[src/rtl/ssd_pkg.sv]
// Shared glyph constants and scan FSM encoding for the seven-segment scan driver.
// Glyph bit order is {g,f,e,d,c,b,a}, active-high before any output inversion.
package ssd_pkg;

    typedef enum logic {
        ST_GUARD = 1'b0,
        ST_ON    = 1'b1
    } scan_state_e;

    localparam logic [6:0] GLYPH_MINUS = 7'b1000000;
    localparam logic [6:0] GLYPH_BLANK = 7'b0000000;

    // Nibble n occupies bits [n*7 +: 7]; F is the leftmost entry.
    localparam logic [16*7-1:0] HEX_TABLE = {
        7'h71, 7'h79, 7'h5E, 7'h39, 7'h7C, 7'h77, 7'h6F, 7'h7F,
        7'h07, 7'h7D, 7'h6D, 7'h66, 7'h4F, 7'h5B, 7'h06, 7'h3F
    };

    function automatic logic [6:0] hex_glyph(input logic [3:0] nibble);
        return HEX_TABLE[nibble*7 +: 7];
    endfunction

endpackage

[src/rtl/ssd_digit_decode.sv]
// One digit of the blanking / minus-placement chain, evaluated from MSB down to LSB.
// A pending minus request travels down until a position accepts it; reaching past the LSB means it was lost.
module ssd_digit_decode
    import ssd_pkg::*;
#(
    parameter bit IS_LSB = 1'b0
) (
    input  logic [3:0] nibble_i,
    input  logic       blank_i,
    input  logic       minus_i,
    input  logic       place_ok_i,
    output logic [6:0] glyph_o,
    output logic       blank_o,
    output logic       minus_o
);

    logic zero;
    logic take;

    always_comb begin
        zero    = (nibble_i == 4'h0);
        blank_o = blank_i & zero & (IS_LSB == 1'b0);
        take    = minus_i & place_ok_i & zero & (IS_LSB == 1'b0);
        minus_o = minus_i & ~take;
        if (take) begin
            glyph_o = GLYPH_MINUS;
        end else if (blank_o) begin
            glyph_o = GLYPH_BLANK;
        end else begin
            glyph_o = hex_glyph(nibble_i);
        end
    end

endmodule

[src/rtl/ssd_scan_driver.sv]
// Multiplexed seven-segment scan driver with guard band, leading-zero blanking and minus sign.
// Display content comes only from shadow registers captured on load.
module ssd_scan_driver
    import ssd_pkg::*;
#(
    parameter int   NUM_DIGITS = 4,
    parameter int   SCAN_DIV   = 50000,
    parameter int   GUARD      = 16,
    parameter logic SEG_INVERT = 1'b0,
    parameter logic AN_INVERT  = 1'b1
) (
    input  logic                    clk,
    input  logic                    rst,
    input  logic [4*NUM_DIGITS-1:0] digits,
    input  logic [NUM_DIGITS-1:0]   dp_in,
    input  logic                    neg,
    input  logic                    blank_en,
    input  logic                    load,
    output logic [6:0]              seg,
    output logic                    dp,
    output logic [NUM_DIGITS-1:0]   an,
    output logic                    minus_lost
);

    localparam int CW = $clog2(SCAN_DIV);
    localparam int IW = $clog2(NUM_DIGITS);
    localparam logic [CW-1:0] CNT_LAST  = CW'(SCAN_DIV - 1);
    localparam logic [CW-1:0] CNT_GUARD = CW'(GUARD);
    localparam logic [IW-1:0] IDX_LAST  = IW'(NUM_DIGITS - 1);

    logic [4*NUM_DIGITS-1:0] digits_q;
    logic [NUM_DIGITS-1:0]   dp_in_q;
    logic                    neg_q;
    logic                    blank_en_q;

    logic [CW-1:0]           cnt_q, cnt_d;
    logic [IW-1:0]           idx_q, idx_d;
    scan_state_e             state_q, state_d;

    logic [6:0]              seg_q, seg_d;
    logic                    dp_out_q, dp_out_d;
    logic [NUM_DIGITS-1:0]   an_q, an_d;
    logic                    minus_lost_q;

    logic [6:0]              glyph [NUM_DIGITS];
    logic [NUM_DIGITS-1:0]   blank_in, blank_out;
    logic [NUM_DIGITS-1:0]   minus_in, minus_out;
    logic [NUM_DIGITS-1:0]   place_ok;
    logic                    any_nz;
    logic                    lsb_blank_unused;

    assign any_nz           = |digits_q;
    assign lsb_blank_unused = blank_out[0];

    // Blanking mode: a leading zero takes the minus when the digit to its right is shown.
    // Non-blanking mode: only a zero MSB can take it.
    genvar gi;
    generate
        for (gi = 0; gi < NUM_DIGITS; gi++) begin : g_digit
            if (gi == NUM_DIGITS - 1) begin : g_top
                assign blank_in[gi] = blank_en_q;
                assign minus_in[gi] = neg_q & any_nz;
            end else begin : g_mid
                assign blank_in[gi] = blank_out[gi+1];
                assign minus_in[gi] = minus_out[gi+1];
            end

            if (gi == 0) begin : g_lsb_place
                assign place_ok[gi] = 1'b0;
            end else if (gi == 1) begin : g_one_place
                assign place_ok[gi] = blank_en_q ? blank_in[gi]
                                                 : (NUM_DIGITS == 2);
            end else begin : g_upper_place
                assign place_ok[gi] = blank_en_q
                    ? (blank_in[gi] & (digits_q[(gi-1)*4 +: 4] != 4'h0))
                    : (gi == NUM_DIGITS - 1);
            end

            ssd_digit_decode #(
                .IS_LSB (gi == 0)
            ) u_decode (
                .nibble_i   (digits_q[gi*4 +: 4]),
                .blank_i    (blank_in[gi]),
                .minus_i    (minus_in[gi]),
                .place_ok_i (place_ok[gi]),
                .glyph_o    (glyph[gi]),
                .blank_o    (blank_out[gi]),
                .minus_o    (minus_out[gi])
            );
        end
    endgenerate

    always_comb begin
        cnt_d = cnt_q + 1'b1;
        idx_d = idx_q;
        if (cnt_q == CNT_LAST) begin
            cnt_d = '0;
            idx_d = (idx_q == IDX_LAST) ? '0 : idx_q + 1'b1;
        end
        state_d = (cnt_d < CNT_GUARD) ? ST_GUARD : ST_ON;
    end

    always_comb begin
        logic [6:0]            seg_raw;
        logic                  dp_raw;
        logic [NUM_DIGITS-1:0] an_raw;
        seg_raw = GLYPH_BLANK;
        dp_raw  = 1'b0;
        an_raw  = '0;
        if (state_q == ST_ON) begin
            seg_raw        = glyph[idx_q];
            dp_raw         = dp_in_q[idx_q];
            an_raw[idx_q]  = 1'b1;
        end
        seg_d    = seg_raw ^ {7{SEG_INVERT}};
        dp_out_d = dp_raw ^ SEG_INVERT;
        an_d     = an_raw ^ {NUM_DIGITS{AN_INVERT}};
    end

    always_ff @(posedge clk) begin
        if (rst) begin
            digits_q     <= '0;
            dp_in_q      <= '0;
            neg_q        <= 1'b0;
            blank_en_q   <= 1'b0;
            cnt_q        <= '0;
            idx_q        <= '0;
            state_q      <= ST_GUARD;
            seg_q        <= {7{SEG_INVERT}};
            dp_out_q     <= SEG_INVERT;
            an_q         <= {NUM_DIGITS{AN_INVERT}};
            minus_lost_q <= 1'b0;
        end else begin
            if (load) begin
                digits_q   <= digits;
                dp_in_q    <= dp_in;
                neg_q      <= neg;
                blank_en_q <= blank_en;
            end
            cnt_q        <= cnt_d;
            idx_q        <= idx_d;
            state_q      <= state_d;
            seg_q        <= seg_d;
            dp_out_q     <= dp_out_d;
            an_q         <= an_d;
            minus_lost_q <= minus_out[0];
        end
    end

    assign seg        = seg_q;
    assign dp         = dp_out_q;
    assign an         = an_q;
    assign minus_lost = minus_lost_q;

endmodule

[config.mk]
export PLATFORM = sky130hd
export DESIGN_NAME = ssd_scan_driver
export DESIGN_NICKNAME = d
export VERILOG_FILES = /design/src/rtl/ssd_pkg.sv /design/src/rtl/ssd_digit_decode.sv /design/src/rtl/ssd_scan_driver.sv
export SDC_FILE = /design/constraint.sdc
export NUM_CORES = 1
export LEC_CHECK = 0
export ABC_CLOCK_PERIOD_IN_PS = 2420
export CAP_MARGIN = 20
export CORE_ASPECT_RATIO = 1.2
export CORE_UTILIZATION = 39
export CTS_BUF_LIST = sky130_fd_sc_hd__clkbuf_8 sky130_fd_sc_hd__clkbuf_16
export CTS_CLUSTER_DIAMETER = 150
export DETAILED_ROUTE_END_ITERATION = 8
export SYNTH_ARGS = -nofsm -noshare
export SYNTH_HDL_FRONTEND = slang
export SYNTH_HIERARCHICAL = 1
export SYNTH_SLANG_ARGS = --single-unit
[constraint.sdc]
create_clock -name clk -period 2.42 [get_ports clk]
set_input_delay 0.484 -clock clk [delete_from_list [all_inputs] [get_ports clk]]
set_output_delay 0.484 -clock clk [all_outputs]
set_load 0.05 [all_outputs]
Fig. 1: run 1, placed cells, one colour a class
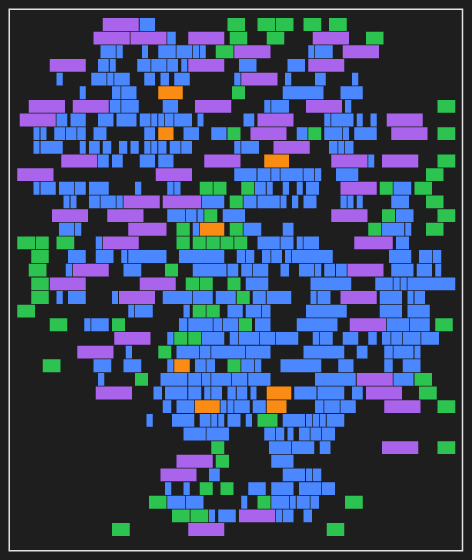
all other logic -> blue  # cells 321, share of their area 57%
other buffers and delay cells -> green  # cells 76, share of their area 15%
flops -> purple  # cells 54, share of their area 25%
clock drivers and dummy loads -> orange  # cells 8, share of their area 2.2%

Fig. 2: run 1, cells by drive strength
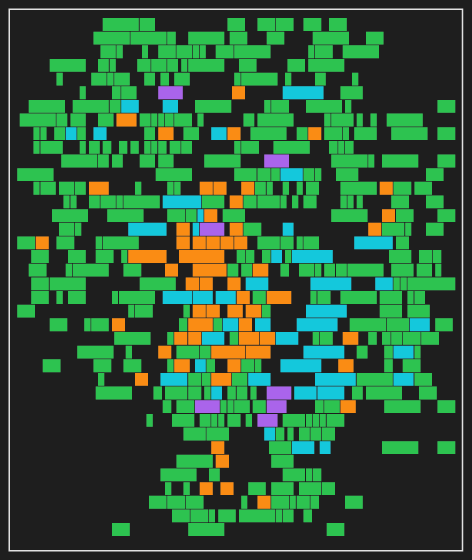
drive 6 and up -> purple  # cells 7, share 1.5%, most used clkbuf_8
drive 3 to 4 -> orange  # cells 58, share 13%, most used buf_4
drive 1 or less -> green  # cells 352, share 77%, most used nor2_1
drive 2 -> cyan  # cells 42, share 9.2%, most used mux4_2

Fig. 3: run 1, routing congestion
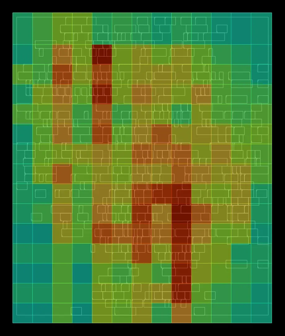
GRT Total Usage: 17.0%
Wirelength per Cell: 13.8 um

Fig. 4: run 1, signal metal coverage by tile
Bar = 20 um. 18 x 22 tiles, from dark blue (low) to red (high), scaled to the fullest tile. Values are wire area over tile area, all layers added.
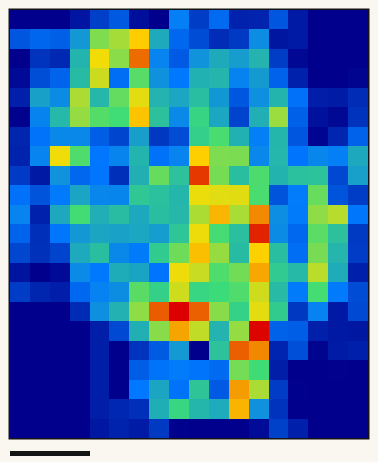
emptiest ninth of the die = south-west
nearly empty tiles = 18%
mean over tiles = 0.13
via count: 2926
wire length after detailed routing: 8020 um

==> CHANGELOG.md, run 1 <==
### Implementation results

- Result of the run: complete, no violations
- Maximum fanout encountered on the critical timing path: 6
- Die Span Y: 108 um
- Required time at the worst-slack endpoint: 2.64 ns
- Number of inverters outside the clock class in the layout: 19
- Buffering overhead: 14.9%
- Finish-stage setup viols: 0
- Clock network power: 555 uW
- Worst rel slew slack: 54.3%
- Top power consumer group: registers
- Cell resize tally after clock tree synthesis: 9
- Final Max Slew Viols: 0
- Comb power frac: 23.6%
- Number of clock buffers in the layout: 5
- Core region area: 0.00903 mm^2
- Worst setup startpoint: digits_q[9]
- Inserted Diodes: 0
- Multi-input gates: 302
- Number of sinks handled by clock tree synthesis: 54
- Worst min-delay path category: register to register
- Combined flip-flop and latch cell area: 0.00108 mm^2
- Reg2Reg Launch Point: digits_q[9]
- Tally of nets with antenna violations remaining after routing: 0
- Register share of total power: 48.0%
- TritonRoute pass-1 iters: 4
- Layout cells sized above 1: 23.3%
- Clock tree from TritonCTS: done
- Period utilization: 97.4%
- Floorplan die area: 0.00968 mm^2
- Class of the most critical setup path: register to register
- Top cell class by occupied area: logic gates
- Final weighted congestion in routability-driven placement: 0.874
- Series of cell instances along the critical path: inv_1 -> ha_2 -> nor3b_4 -> and2_4 -> and2_4 -> a21oi_2 -> nor2b_4 -> a311oi_2 -> mux4_2 -> and2_4
- Clock period minus final worst setup slack: 2.36 ns
- Worst-skew pair later-pin latency: 0.33 ns
- Slew at the pin closest to its max-slew limit: 0.684 ns
- Netlist area before placement: 0.00362 mm^2
- Clock network area share: 2.17%
- Clock-pin slew reported for the worst setup and hold paths after clock tree synthesis: 0.11 ns
- Maximum vdd drop: 238 uV
- Max capacitance violation total: 0
- Pin count of the biggest net entering global routing: 23
- YS warnings: 6
- Type of element launching the critical path: register
- Most numerous logic cell after layout: sky130_fd_sc_hd__nor2_1
- Core utilization before placement: 40.1%
- Leakage power figure: 0.00184 uW
- Number of hold violations in the final report: 0
- Sequential group power: 938 uW
- Timing-limited maximum frequency: 0.424 GHz
- Congestion Overflow GR: 0
- Crit. End Element: register
- Clock buffer depth: 2
- Combinational Area: 0.00242 mm^2
- Number of primary I/O pins: 38
- Count of fill cells added during filler insertion: 860
- Clock skew: 0.0130 ns
- Inserted Clock Buffers: 5
- Setup TNS after final layout: 0 ns
- Number of nets in the synthesized netlist: 454
- Port buffer count: 37
- DRC errors left: 0
- Bufs w/o clock: 76
- PwrDens: 436 mW/mm^2
- Cell Int Power: 1370 uW
- Share of cell area taken by multi-input logic gates: 53.9%
- Worst hold slack after final layout: 0.472 ns
- Layout Utilization: 49.7%
- OpenROAD warning count: 52
- Final #Nets: 513
- Worst path buffer plus inverter count: 1
- Detail Placement HPWL: 6060 um
- Unrepaired setup endpoints after global routing: yes
- Number of rows created at floorplan: 38
- 1st-iter DRT viols: 101
- Combinational gate power: 462 uW
- CTS Root Buffer Type: sky130_fd_sc_hd__clkbuf_8
- Hold-fix buffers, CTS: 0
- Post-synthesis cell count: 399
- Seq Cell Count: 54
- Wire length of the first global-routing pass: 13300 um
- Max H-tree Level: 2
- Number of setup buffers added after CTS: 1
- Ratio of routed vias to standard cells: 5.05
- Clock power frac: 28.4%
- Vias in the first global route: 2717
- Top cell by count, worst path: sky130_fd_sc_hd__and2_4
## run 1: worst register-to-register path, cell delays in order, from the launching register on
cell	delay, ns
sky130_fd_sc_hd__dfxtp_1	0.38
sky130_fd_sc_hd__inv_1	0.12
sky130_fd_sc_hd__ha_2	0.21
sky130_fd_sc_hd__nor3b_4	0.25
sky130_fd_sc_hd__and2_4	0.19
sky130_fd_sc_hd__and2_4	0.14
sky130_fd_sc_hd__a21oi_2	0.06
sky130_fd_sc_hd__nor2b_4	0.19
sky130_fd_sc_hd__a311oi_2	0.07
sky130_fd_sc_hd__mux4_2	0.47
sky130_fd_sc_hd__and2_4	0.16
## run 1: final timing paths
path | to | slack (ns) | cells past startpoint
worst min-delay path | cnt_q[0] | 0.47 | 1
worst min register to register | cnt_q[0] | 0.47 | 1
worst max-delay path | seg[5] | 0.06 | 10
worst max register to register | seg[5] | 0.06 | 10
## run 1: routing by layer
metal | vias to the layer above | global-route usage [%] | part of all wire [%]
li1 | 1517 | - | -
met1 | 1346 | 21.5 | 48
met2 | 46 | 29.2 | 48
met3 | 17 | 2.40 | 2.1
met4 | 0 | 7.03 | 2.8
met5 | - | 0 | 0
## run 1: per-stage QoR
step / worst slack, ns / instance area (um^2) / cells / power, uW
2_1_floorplan: 0.0158 / 3620 / 399 / 1240
3_5_place_dp: -0.0873 / 4250 / 566 / 1390
5_1_grt: -0.0619 / 4490 / 579 / 2070
3_3_place_gp: 0.0253 / 4250 / 566 / 1380
4_1_cts: -0.00499 / 4390 / 575 / 1960
6_report: 0.0634 / 4490 / 579 / 1950
## run 1: registers in the layout, summed over array words and instances, names as in the netlist
name / cells
blank_en_q: 1
minus_lost: 1
dp: 1
seg: 7
dp_in_q: 4
cnt_q: 16
neg_q: 1
digits_q: 16
state_q: 1
idx_q: 2
an: 4
==> run 2, diff against run 1 <==
--- a/config.mk
+++ b/config.mk
@@ -5,7 +5,6 @@
 export SDC_FILE = /design/constraint.sdc
 export NUM_CORES = 1
 export LEC_CHECK = 0
-export ABC_CLOCK_PERIOD_IN_PS = 2420
 export CAP_MARGIN = 20
 export CORE_ASPECT_RATIO = 1.2
 export CORE_UTILIZATION = 39
Fig. 5: run 2, routing congestion
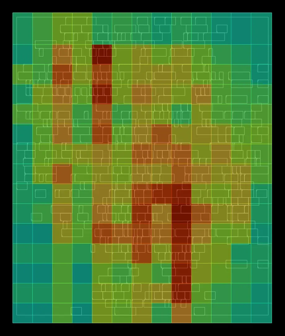
met1 Use GR: 21.5%
Layout Utilization: 49.7%

Fig. 6: run 2, placed cells, one colour a class
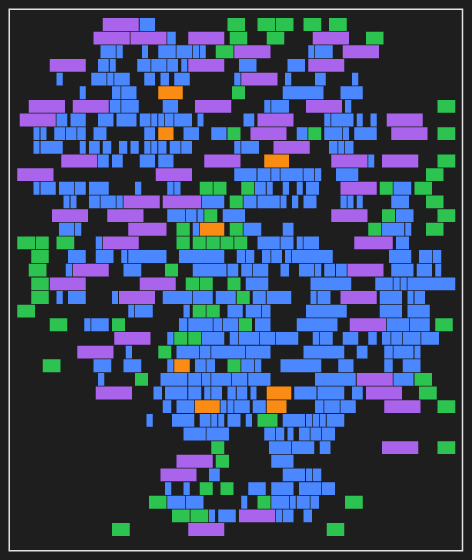
flops -> purple  # cells 54, share of their area 25%
other buffers and delay cells -> green  # cells 76, share of their area 15%
clock drivers and dummy loads -> orange  # cells 8, share of their area 2.2%
all other logic -> blue  # cells 321, share of their area 57%

==> run 2 against run 1 <==
Clock skew did not move; maximum frequency unchanged; critical path type unchanged; routed wire length unchanged; clock power about the same.
==> CHANGELOG.md, run 2 <==
### Implementation results

- PwrDens: 436 mW/mm^2
- Combinational gate power: 462 uW
- Number of nets in the synthesized netlist: 454
- Most common logic cells in the final layout: 57 x sky130_fd_sc_hd__nor2_1, 51 x sky130_fd_sc_hd__dfxtp_1, 38 x sky130_fd_sc_hd__buf_4
- Register share of total power: 48.0%
- Number of hold violations in the final report: 0
- Floorplan die area: 0.00968 mm^2
- Worst Hold Path EP: cnt_q[0]
- Worst rel slew slack: 54.3%
- Slew at the pin closest to its max-slew limit: 0.684 ns
- Top cell by count, worst path: sky130_fd_sc_hd__and2_4
- Reg2Reg Launch Point: digits_q[9]
- Number of stages on the worst hold path: 1
- Class of the most critical setup path: register to register
- Port buffer count: 37
- Setup slack of the worst register-to-register path: 0.06 ns
- Type of element launching the critical path: register
- Inserted Clock Buffers: 5
- Series of cell instances along the critical path: inv_1 -> ha_2 -> nor3b_4 -> and2_4 -> and2_4 -> a21oi_2 -> nor2b_4 -> a311oi_2 -> mux4_2 -> and2_4
- Timing-limited maximum frequency: 0.424 GHz
- Inserted Diodes: 0
- OpenROAD warning count: 52
- Clock network power: 555 uW
- 1st-iter DRT viols: 101
- DRC errors left: 0
- Antenna violations before repair: 0
- Count of fill cells added during filler insertion: 860
- Endpoint of the most critical register-to-register path: seg[5]
- Number of sinks handled by clock tree synthesis: 54
- GRT Total Usage: 17.0%
- Leakage power figure: 0.00184 uW
- Unrepaired setup endpoints after global routing: yes
- Final weighted congestion in routability-driven placement: 0.874
- Period utilization: 97.4%
- Tally of nets with antenna violations remaining after routing: 0
- Worst min-delay path category: register to register
- Power Total: 1950 uW
- Crit-path slowest cell: sky130_fd_sc_hd__mux4_2
- Clock buffer depth: 2
- Post-synthesis cell count: 399
- Max capacitance violation total: 0
- Cell area after layout: 0.00449 mm^2
- Max H-tree Level: 2
- Core region area: 0.00903 mm^2
- Arrival time of the worst setup path: 2.58 ns
- Worst reg-to-reg path cell count: 10
- Ratio of routed vias to standard cells: 5.05
- Wirelength per Cell: 13.8 um
- CTS Root Buffer Type: sky130_fd_sc_hd__clkbuf_8
- Clock skew: 0.0130 ns
- Result of the run: complete, no violations
- Required time at the worst-slack endpoint: 2.64 ns
- Crit. End Element: register
- Final Max Slew Viols: 0
- Worst-skew pair later-pin latency: 0.33 ns
- Beginning of the worst hold path: cnt_q[0]
- Clock period minus final worst setup slack: 2.36 ns
- Via count: 2926
- Maximum vdd drop: 238 uV
- Congestion Overflow GR: 0
- Clock tree from TritonCTS: done
- Core utilization before placement: 40.1%
- Horizontal extent of the die: 90.0 um
- Pin count of the biggest net entering global routing: 23
- Worst setup startpoint: digits_q[9]
- Detail Placement HPWL: 6060 um
- Wire length of the first global-routing pass: 13300 um
- Highest cell delay on the worst timing path: 0.47 ns
- Sequential group power: 938 uW
- Clock power frac: 28.4%
- Finish-stage setup viols: 0
- Area added between synthesis and finish: 23.8%
- Wire length after detailed routing: 8020 um
- Cell area reported after detailed placement: 0.00425 mm^2
- Most numerous logic cell after layout: sky130_fd_sc_hd__nor2_1
- Vias in the first global route: 2717
- Cell Int Power: 1370 uW
- Final #Nets: 513
- Worst setup path endpoint: seg[5]
- Netlist area before placement: 0.00362 mm^2
- Top power consumer group: registers
- Post-Synthesis Mean Instance Area: 9.08 um^2
- TritonRoute pass-1 iters: 4
- Maximum fanout encountered on the critical timing path: 6
- Switching power summed over all nets: 580 uW
- Number of primary I/O pins: 38
- Switch share: 29.7%
- Comb power frac: 23.6%
- Clock-pin slew reported for the worst setup and hold paths after clock tree synthesis: 0.11 ns
- Die Span Y: 108 um
- YS warnings: 6
- Number of rows created at floorplan: 38
- Setup TNS after final layout: 0 ns
- Layout cells sized above 1: 23.3%
- Hold-fix buffers, CTS: 0
-- run 2: cell counts in the layout (fill, tap and decap cells not counted) --
No cell type changed its count.
-- run 2: metal layers --
layer / up-vias / share of wire, % / GRT usage, %
met5: - / 0 / 0
met1: 1346 / 48 / 21.5
li1: 1517 / - / -
met3: 17 / 2.1 / 2.40
met2: 46 / 48 / 29.2
met4: 0 / 2.8 / 7.03
-- run 2: per-stage QoR --
| stage | hold slack [ns] | setup slack (ns) | cells | util (%) |
|---|---|---|---|---|
| after floorplan | 0.426 | 0.0158 | 399 | - |
| after global placement | 0.439 | 0.0253 | 566 | 47.0 |
| after detailed placement | 0.455 | -0.0873 | 566 | 47.0 |
| after CTS | 0.482 | -0.00499 | 575 | 48.5 |
| after global routing | 0.508 | -0.0619 | 579 | 49.7 |
| final | 0.472 | 0.0634 | 579 | 49.7 |
-- run 2: timing repair --
action | in CTS | in global routing
pin swaps | 0 | 4
buffers inserted | 1 | 4
cloned | 0 | 0
gates resized | 9 | 18
endpoints found under the hold margin | 0 | 0
setup endpoints to repair | 6 | 7
-- run 2: worst max-delay path, delay by kind of cell, from the launching register on --
kind / cells / cell delay, ns
buffers and inverters: 1 / 0.12
DFF: 1 / 0.38
AOI/OAI and AO/OA: 2 / 0.13
and+or+nand+nor: 5 / 0.93
adders and majority gates: 1 / 0.21
muxes: 1 / 0.47
-- run 2: final cells by class --
class | instances | area, um^2 | share of cell area (%)
Sequential cell | 54 | 1080 | 24.2
Clock inverter | 3 | 28.8 | 0.641
Inverter | 19 | 71.3 | 1.59
Timing Repair Buffer | 76 | 667 | 14.9
Clock buffer | 5 | 68.8 | 1.53
Tap cell | 120 | 150 | 3.35
Multi-Input combinational cell | 302 | 2420 | 53.9
Power and IR drop assume default switching activity.
